`src/rtl/mem_wb_stage_pkg.sv`:
```
// Shared types for the memory/writeback stage: memory op encoding, FSM states,
// and the regfile control packet carried from execute.
package mem_wb_stage_pkg;

  localparam int unsigned N_BITS       = 32;
  localparam int unsigned RF_ADDR_BITS = 5;

  typedef enum logic [1:0] {
    MEM_NONE = 2'd0,
    MEM_LW   = 2'd1,
    MEM_SW   = 2'd2
  } mem_op_t;

  typedef enum logic [1:0] {
    StIdle = 2'd0,
    StReq  = 2'd1,
    StResp = 2'd2,
    StWb   = 2'd3
  } mem_wb_state_t;

  typedef struct packed {
    logic                    wen;
    logic [RF_ADDR_BITS-1:0] waddr;
  } rf_ctrl_t;

  // x0 is hardwired and stores never write the regfile.
  function automatic logic rf_writes(mem_op_t op, rf_ctrl_t ctrl);
    return ctrl.wen && (ctrl.waddr != '0) && (op != MEM_SW);
  endfunction

endpackage

```
`src/rtl/mem_wb_stage_if.sv`:
```
// Execute -> memory/writeback result interface (valid/ready with data and control packet).
interface mem_wb_stage_if;
  import mem_wb_stage_pkg::*;

  logic              x_valid;
  logic              x_ready;
  logic [N_BITS-1:0] x_data;
  logic [N_BITS-1:0] x_store_data;
  mem_op_t           x_mem_op;
  rf_ctrl_t          x_rf_ctrl;

  modport master (
    output x_valid,
    output x_data,
    output x_store_data,
    output x_mem_op,
    output x_rf_ctrl,
    input  x_ready
  );

  modport slave (
    input  x_valid,
    input  x_data,
    input  x_store_data,
    input  x_mem_op,
    input  x_rf_ctrl,
    output x_ready
  );

endinterface

```
`src/rtl/mem_wb_stage_dmem_req_fsm.sv`:
```
// Sequencing of the data-memory request/response for the single instruction held
// in the stage. Request valid is a registered output so it cannot glitch.
module mem_wb_stage_dmem_req_fsm
  import mem_wb_stage_pkg::*;
(
  input  logic          i_clk,
  input  logic          i_rst,
  input  logic          i_accept,
  input  mem_op_t       i_accept_op,
  input  mem_op_t       i_op_q,
  input  logic          i_req_ready,
  input  logic          i_resp_valid,
  output mem_wb_state_t o_state,
  output logic          o_req_valid,
  output logic          o_resp_fire
);

  mem_wb_state_t r_state;
  logic          r_req_valid;

  always_ff @(posedge i_clk) begin
    if (i_rst) begin
      r_state     <= StIdle;
      r_req_valid <= 1'b0;
    end else begin
      case (r_state)
        StIdle: begin
          if (i_accept && (i_accept_op != MEM_NONE)) begin
            r_state     <= StReq;
            r_req_valid <= 1'b1;
          end
        end
        StReq: begin
          if (i_req_ready) begin
            r_req_valid <= 1'b0;
            r_state     <= (i_op_q == MEM_LW) ? StResp : StWb;
          end
        end
        StResp: begin
          if (i_resp_valid) begin
            r_state <= StWb;
          end
        end
        StWb: begin
          // A new instruction may be accepted on the retiring edge.
          if (i_accept && (i_accept_op != MEM_NONE)) begin
            r_state     <= StReq;
            r_req_valid <= 1'b1;
          end else begin
            r_state     <= StIdle;
          end
        end
        default: begin
          r_state     <= StIdle;
          r_req_valid <= 1'b0;
        end
      endcase
    end
  end

  assign o_state     = r_state;
  assign o_req_valid = r_req_valid;
  assign o_resp_fire = (r_state == StResp) && i_resp_valid;

endmodule

```
`src/rtl/mem_wb_stage.sv`:
```
// Memory/writeback stage: holds one instruction, runs LW/SW through the data memory,
// retires results to the regfile and exposes forwarding / load-busy to decode.
module mem_wb_stage
  import mem_wb_stage_pkg::*;
(
  input  logic                    i_clk,
  input  logic                    i_rst,
  mem_wb_stage_if.slave           x_if,
  output logic                    o_dmem_req_valid,
  input  logic                    i_dmem_req_ready,
  output logic                    o_dmem_req_we,
  output logic [N_BITS-1:0]       o_dmem_req_addr,
  output logic [N_BITS-1:0]       o_dmem_req_wdata,
  input  logic                    i_dmem_resp_valid,
  input  logic [N_BITS-1:0]       i_dmem_resp_data,
  output logic                    o_rf_wen,
  output logic [RF_ADDR_BITS-1:0] o_rf_waddr,
  output logic [N_BITS-1:0]       o_rf_wdata,
  output logic                    o_fwd_valid,
  output logic [RF_ADDR_BITS-1:0] o_fwd_waddr,
  output logic [N_BITS-1:0]       o_fwd_data,
  output logic                    o_fwd_busy
);

  logic              r_valid;
  logic [N_BITS-1:0] r_data;
  logic [N_BITS-1:0] r_sdata;
  mem_op_t           r_op;
  rf_ctrl_t          r_ctrl;

  mem_wb_state_t w_state;
  logic          w_req_valid;
  logic          w_resp_fire;
  logic          w_retire;
  logic          w_ready;
  logic          w_accept;
  logic          w_writes;

  assign w_retire = ((w_state == StIdle) && r_valid && (r_op == MEM_NONE)) || (w_state == StWb);
  assign w_ready  = !r_valid || w_retire;
  assign w_accept = x_if.x_valid && w_ready;
  assign w_writes = rf_writes(r_op, r_ctrl);

  assign x_if.x_ready = w_ready;

  mem_wb_stage_dmem_req_fsm u_dmem_req_fsm (
    .i_clk        (i_clk),
    .i_rst        (i_rst),
    .i_accept     (w_accept),
    .i_accept_op  (x_if.x_mem_op),
    .i_op_q       (r_op),
    .i_req_ready  (i_dmem_req_ready),
    .i_resp_valid (i_dmem_resp_valid),
    .o_state      (w_state),
    .o_req_valid  (w_req_valid),
    .o_resp_fire  (w_resp_fire)
  );

  // Accept and response capture are exclusive: accept needs IDLE/WB, capture needs RESP.
  always_ff @(posedge i_clk) begin
    if (i_rst) begin
      r_valid <= 1'b0;
      r_data  <= '0;
      r_sdata <= '0;
      r_op    <= MEM_NONE;
      r_ctrl  <= '0;
    end else if (w_accept) begin
      r_valid <= 1'b1;
      r_data  <= x_if.x_data;
      r_sdata <= x_if.x_store_data;
      r_op    <= x_if.x_mem_op;
      r_ctrl  <= x_if.x_rf_ctrl;
    end else begin
      if (w_retire) begin
        r_valid <= 1'b0;
      end
      if (w_resp_fire) begin
        r_data <= i_dmem_resp_data;
      end
    end
  end

  assign o_dmem_req_valid = w_req_valid;
  assign o_dmem_req_we    = w_req_valid && (r_op == MEM_SW);
  assign o_dmem_req_addr  = r_data;
  assign o_dmem_req_wdata = r_sdata;

  assign o_rf_wen   = w_retire && w_writes;
  assign o_rf_waddr = r_ctrl.waddr;
  assign o_rf_wdata = r_data;

  // Forward only once the value is final; an in-flight load reports busy instead.
  assign o_fwd_valid = r_valid && w_writes && ((r_op == MEM_NONE) || (w_state == StWb));
  assign o_fwd_waddr = r_ctrl.waddr;
  assign o_fwd_data  = r_data;
  assign o_fwd_busy  = r_valid && (r_op == MEM_LW) && (w_state != StWb);

  a_req_stable : assert property (
    @(posedge i_clk) disable iff (i_rst)
    (o_dmem_req_valid && !i_dmem_req_ready) |=>
      (o_dmem_req_valid && $stable(o_dmem_req_addr) && $stable(o_dmem_req_wdata) &&
       $stable(o_dmem_req_we))
  );

endmodule

```
`src/flat_wrapper.sv`:
```
// flat-port wrapper written by rule: the top's interface ports become plain ports
module mem_wb_stage_flat import mem_wb_stage_pkg::*;
  (i_clk, i_rst, o_dmem_req_valid, i_dmem_req_ready, o_dmem_req_we, o_dmem_req_addr, o_dmem_req_wdata, i_dmem_resp_valid, i_dmem_resp_data, o_rf_wen, o_rf_waddr, o_rf_wdata, o_fwd_valid, o_fwd_waddr, o_fwd_data, o_fwd_busy, x_if_x_valid, x_if_x_data, x_if_x_store_data, x_if_x_mem_op, x_if_x_rf_ctrl, x_if_x_ready);
  mem_wb_stage_if x_if_i ();
  input  logic i_clk;
  input  logic i_rst;
  output logic o_dmem_req_valid;
  input  logic i_dmem_req_ready;
  output logic o_dmem_req_we;
  output logic [N_BITS-1:0] o_dmem_req_addr;
  output logic [N_BITS-1:0] o_dmem_req_wdata;
  input  logic i_dmem_resp_valid;
  input  logic [N_BITS-1:0] i_dmem_resp_data;
  output logic o_rf_wen;
  output logic [RF_ADDR_BITS-1:0] o_rf_waddr;
  output logic [N_BITS-1:0] o_rf_wdata;
  output logic o_fwd_valid;
  output logic [RF_ADDR_BITS-1:0] o_fwd_waddr;
  output logic [N_BITS-1:0] o_fwd_data;
  output logic o_fwd_busy;
  input wire logic [$bits(x_if_i.x_valid)-1:0] x_if_x_valid;
  input wire logic [$bits(x_if_i.x_data)-1:0] x_if_x_data;
  input wire logic [$bits(x_if_i.x_store_data)-1:0] x_if_x_store_data;
  input wire logic [$bits(x_if_i.x_mem_op)-1:0] x_if_x_mem_op;
  input wire logic [$bits(x_if_i.x_rf_ctrl)-1:0] x_if_x_rf_ctrl;
  output wire logic [$bits(x_if_i.x_ready)-1:0] x_if_x_ready;
  assign x_if_i.x_valid = x_if_x_valid;
  assign x_if_i.x_data = x_if_x_data;
  assign x_if_i.x_store_data = x_if_x_store_data;
  assign x_if_i.x_mem_op = x_if_x_mem_op;
  assign x_if_i.x_rf_ctrl = x_if_x_rf_ctrl;
  assign x_if_x_ready = x_if_i.x_ready;
  mem_wb_stage u_core (.i_clk(i_clk), .i_rst(i_rst), .x_if(x_if_i), .o_dmem_req_valid(o_dmem_req_valid), .i_dmem_req_ready(i_dmem_req_ready), .o_dmem_req_we(o_dmem_req_we), .o_dmem_req_addr(o_dmem_req_addr), .o_dmem_req_wdata(o_dmem_req_wdata), .i_dmem_resp_valid(i_dmem_resp_valid), .i_dmem_resp_data(i_dmem_resp_data), .o_rf_wen(o_rf_wen), .o_rf_waddr(o_rf_waddr), .o_rf_wdata(o_rf_wdata), .o_fwd_valid(o_fwd_valid), .o_fwd_waddr(o_fwd_waddr), .o_fwd_data(o_fwd_data), .o_fwd_busy(o_fwd_busy));
endmodule
```
`config.mk`:
```
export PLATFORM = sky130hd
export DESIGN_NAME = mem_wb_stage_flat
export DESIGN_NICKNAME = d
export VERILOG_FILES = /design/src/rtl/mem_wb_stage_pkg.sv /design/src/rtl/mem_wb_stage_if.sv /design/src/rtl/mem_wb_stage_dmem_req_fsm.sv /design/src/rtl/mem_wb_stage.sv /design/src/flat_wrapper.sv
export SDC_FILE = /design/constraint.sdc
export NUM_CORES = 1
export LEC_CHECK = 0
export CORE_MARGIN = 10
export CORE_UTILIZATION = 36
export CTS_CLUSTER_DIAMETER = 30
export DETAILED_ROUTE_END_ITERATION = 16
export GPL_ROUTABILITY_DRIVEN = 1
export GPL_TIMING_DRIVEN = 0
export PLACE_DENSITY = 0.82
export SETUP_SLACK_MARGIN = 0.15
export SYNTH_ARGS = -nofsm -noshare
export SYNTH_HDL_FRONTEND = slang
export SYNTH_SLANG_ARGS = --single-unit
```
`constraint.sdc`:
```
create_clock -name i_clk -period 2.48 [get_ports i_clk]
set_clock_uncertainty 0.1 [all_clocks]
set_input_delay 0.248 -clock i_clk [delete_from_list [all_inputs] [get_ports i_clk]]
set_output_delay 0.248 -clock i_clk [all_outputs]
set_load 0.01 [all_outputs]
```
Fig. 1: register map, names as in the netlist
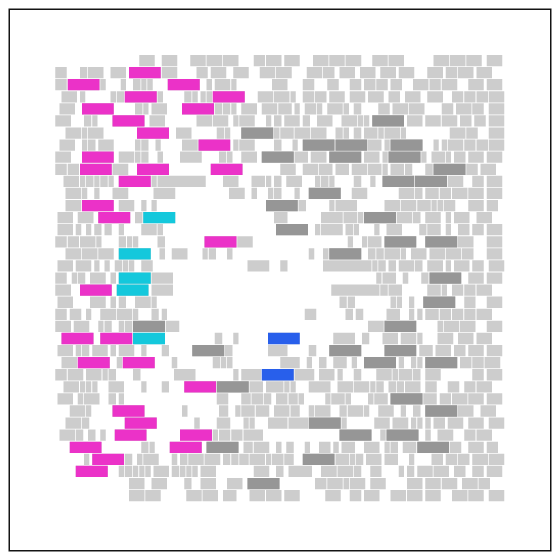
legend:
  cyan:
    signal: `u_core.o_fwd_waddr`
    flops: 5
    where: west
  magenta:
    signal: `u_core.o_dmem_req_wdata`
    flops: 32
    where: a vertical strip on the left
  blue:
    signal: `u_core.u_dmem_req_fsm.o_state`
    flops: 2
not colored: 37
utilization after layout: 65.2%
sequential group power: 1.55 mW
fraction of area in registers: 22.9%
Flop area: 1520 um2

Fig. 2: port wiring
Scale bar: 20 um.
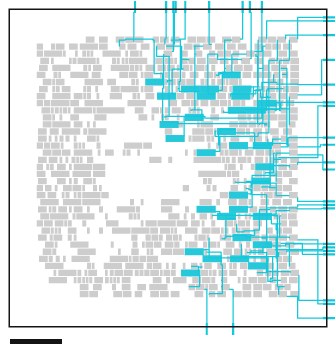
legend:
  cyan:
    port: `o_dmem_req_addr`
    bits: 32
    direction: output
    edge: 21 east, 9 north, 2 south
    end_cells: 32
    buffers: 32
    wire: 1840 um
PortBufs: 250
IO Count: 253

==> results.json <==
{
  "status": "finished clean",
  "syn_area_um2": 3710,
  "cts_tree": "done",
  "min_from": "i_dmem_resp_valid",
  "route.antenna.remaining_nets": 0,
  "area_leaders": "dfxtp_1 41%, buf_4 15%, nand2_1 12%, a311oi_1 7.6%, a21oi_1 5.9%",
  "core_um2": 10200,
  "relSlewSlack_pct": 62.8,
  "layout.nets": 851,
  "hold_depth": 3,
  "cts-hold-fix-buffers": 0,
  "highest_layer": "met4",
  "grt_overflow": 0,
  "min_period_ns": 2.24,
  "ir_drop_v": 0.000304,
  "ys_cells": 476,
  "die_y_um": 122,
  "fin_crit_sh_pct": 90.2,
  "maxCapViolations": 0,
  "busiest_layer": "met2",
  "post-place-cells": 862,
  "ys.flop_type": "dfxtp_1",
  "ys_async_sr_fraction_pct": 0,
  "enable_flop_cells": 0,
  "top_cell_area_share_pct": 41.0,
  "worst_ep_arrival_time_ns": 1.89,
  "cts_root_buf": "clkbuf_8",
  "hold_path.class": "in -> reg",
  "clk_path_buf_depth": 2,
  "diodes": 0,
  "ys.warnings.count": 0,
  "die_area_um2": 14800,
  "worst_pin_slew_ns": 0.558,
  "startpoint": "u_core.u_dmem_req_fsm.o_state[0]",
  "final_cell_mix": "247 x clkdlybuf4s50_1, 114 x nand2_1, 76 x dfxtp_1",
  "wl_met2_um": 7750,
  "htreeDepth": 3,
  "wl_met1_um": 5610,
  "required_ns": 2.13,
  "setup_violations": 0,
  "rows": 37,
  "worstSetupEndpointType": "output pin",
  "clk_pin_slew_ns": 0.08,
  "grt_use_total_pct": 19.9,
  "viasPerCell": 4.85,
  "area_delta_synth_final_pct": 79.0,
  "grt_first_pass_wirelength_um": 23500
}
Fig. 3: placement view
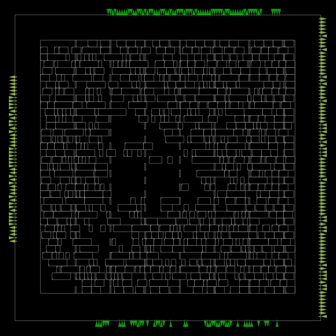
Fill cells: 874
tap cells: 136

Fig. 4: met2 routing
Scale bar: 20 um.
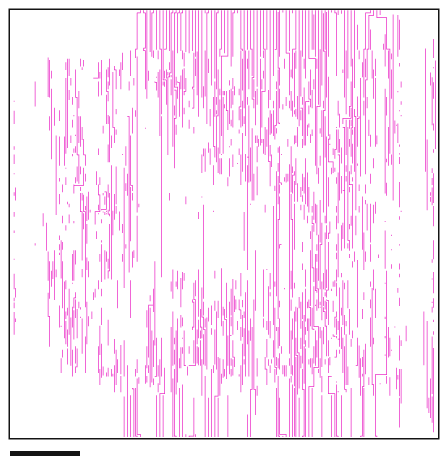
longest straight run: 53.7 um
main direction: vertical
wire length on this layer: 7750 um
nets with wire on the layer: 725
global-route met2 utilization: 35.4%
overall via count from detail_route: 4260
Routed WL: 15500 um

-- final cells by class --
class	count	area, um2
fillers	874	3540
repair buffers	250	2500
flip-flops and latches	76	1520
multi-input cells	286	1470
plain buffers	109	709
well taps	136	170
clock buffers	12	155
clock inverters	4	95.1
inverters	5	18.8
-- synth_stat cells, types with 2 or more instances --
master    count
nand2_1     114
dfxtp_1      76
buf_4        75
a21oi_1      44
nor2_1       36
nand3_1      33
a311oi_1     32
clkbuf_1     21
buf_2        12
ha_1          5
inv_1         5
nand2b_1      4
a211oi_1      2
or4_1         2
-- where the power goes --
part	leakage, nW	switching (mW)	internal (mW)
registers	0.628	0.163	1.39
clock network	0.127	0.464	0.723
logic	1.88	0.858	1.14
total	2.64	1.49	3.25
-- cells by family (layout without fill, tap and decap cells) --
kind of cell             count (synthesis)  count (layout)  share of synthesized area, %
AND-OR/OR-AND                           85              85                          15.5
AND/OR/NAND/NOR                        194             194                          21.7
adder cells (fa/ha/maj)                  5               5                          1.69
flip-flops                              76              76                          41.0
multiplexers                             2               2                         0.573
buffers and inverters                  114             380                          19.5
-- timing repair --
action                                  4_1_cts  5_1_grt
pin swaps                                     0        0
endpoints found under the setup margin        3       11
cloned                                        0        0
gates resized                                 4        8
-- critical path: stages, from the launching register on --
cell	delay, ns
dfxtp_1	0.38
inv_1	0.11
ha_1	0.27
nor3b_2	0.19
or2_2	0.30
dlygate4sd2_1	0.29
-- through the flow --
step	setup WS, ns	instance area [um2]	hold WS (ns)	util [%]	total power, mW
6_report	0.242	6640	0.239	65.2	4.74
5_1_grt	0.140	6640	0.261	65.2	4.99
4_1_cts	0.0684	6640	0.235	65.1	4.77
3_5_place_dp	0.292	6380	0.346	62.7	3.60
3_3_place_gp	0.296	6380	0.341	62.7	3.53
2_1_floorplan	0.761	3710	0.277	-	2.52
No activity file was given, so power comes from the tool's default toggle rates.
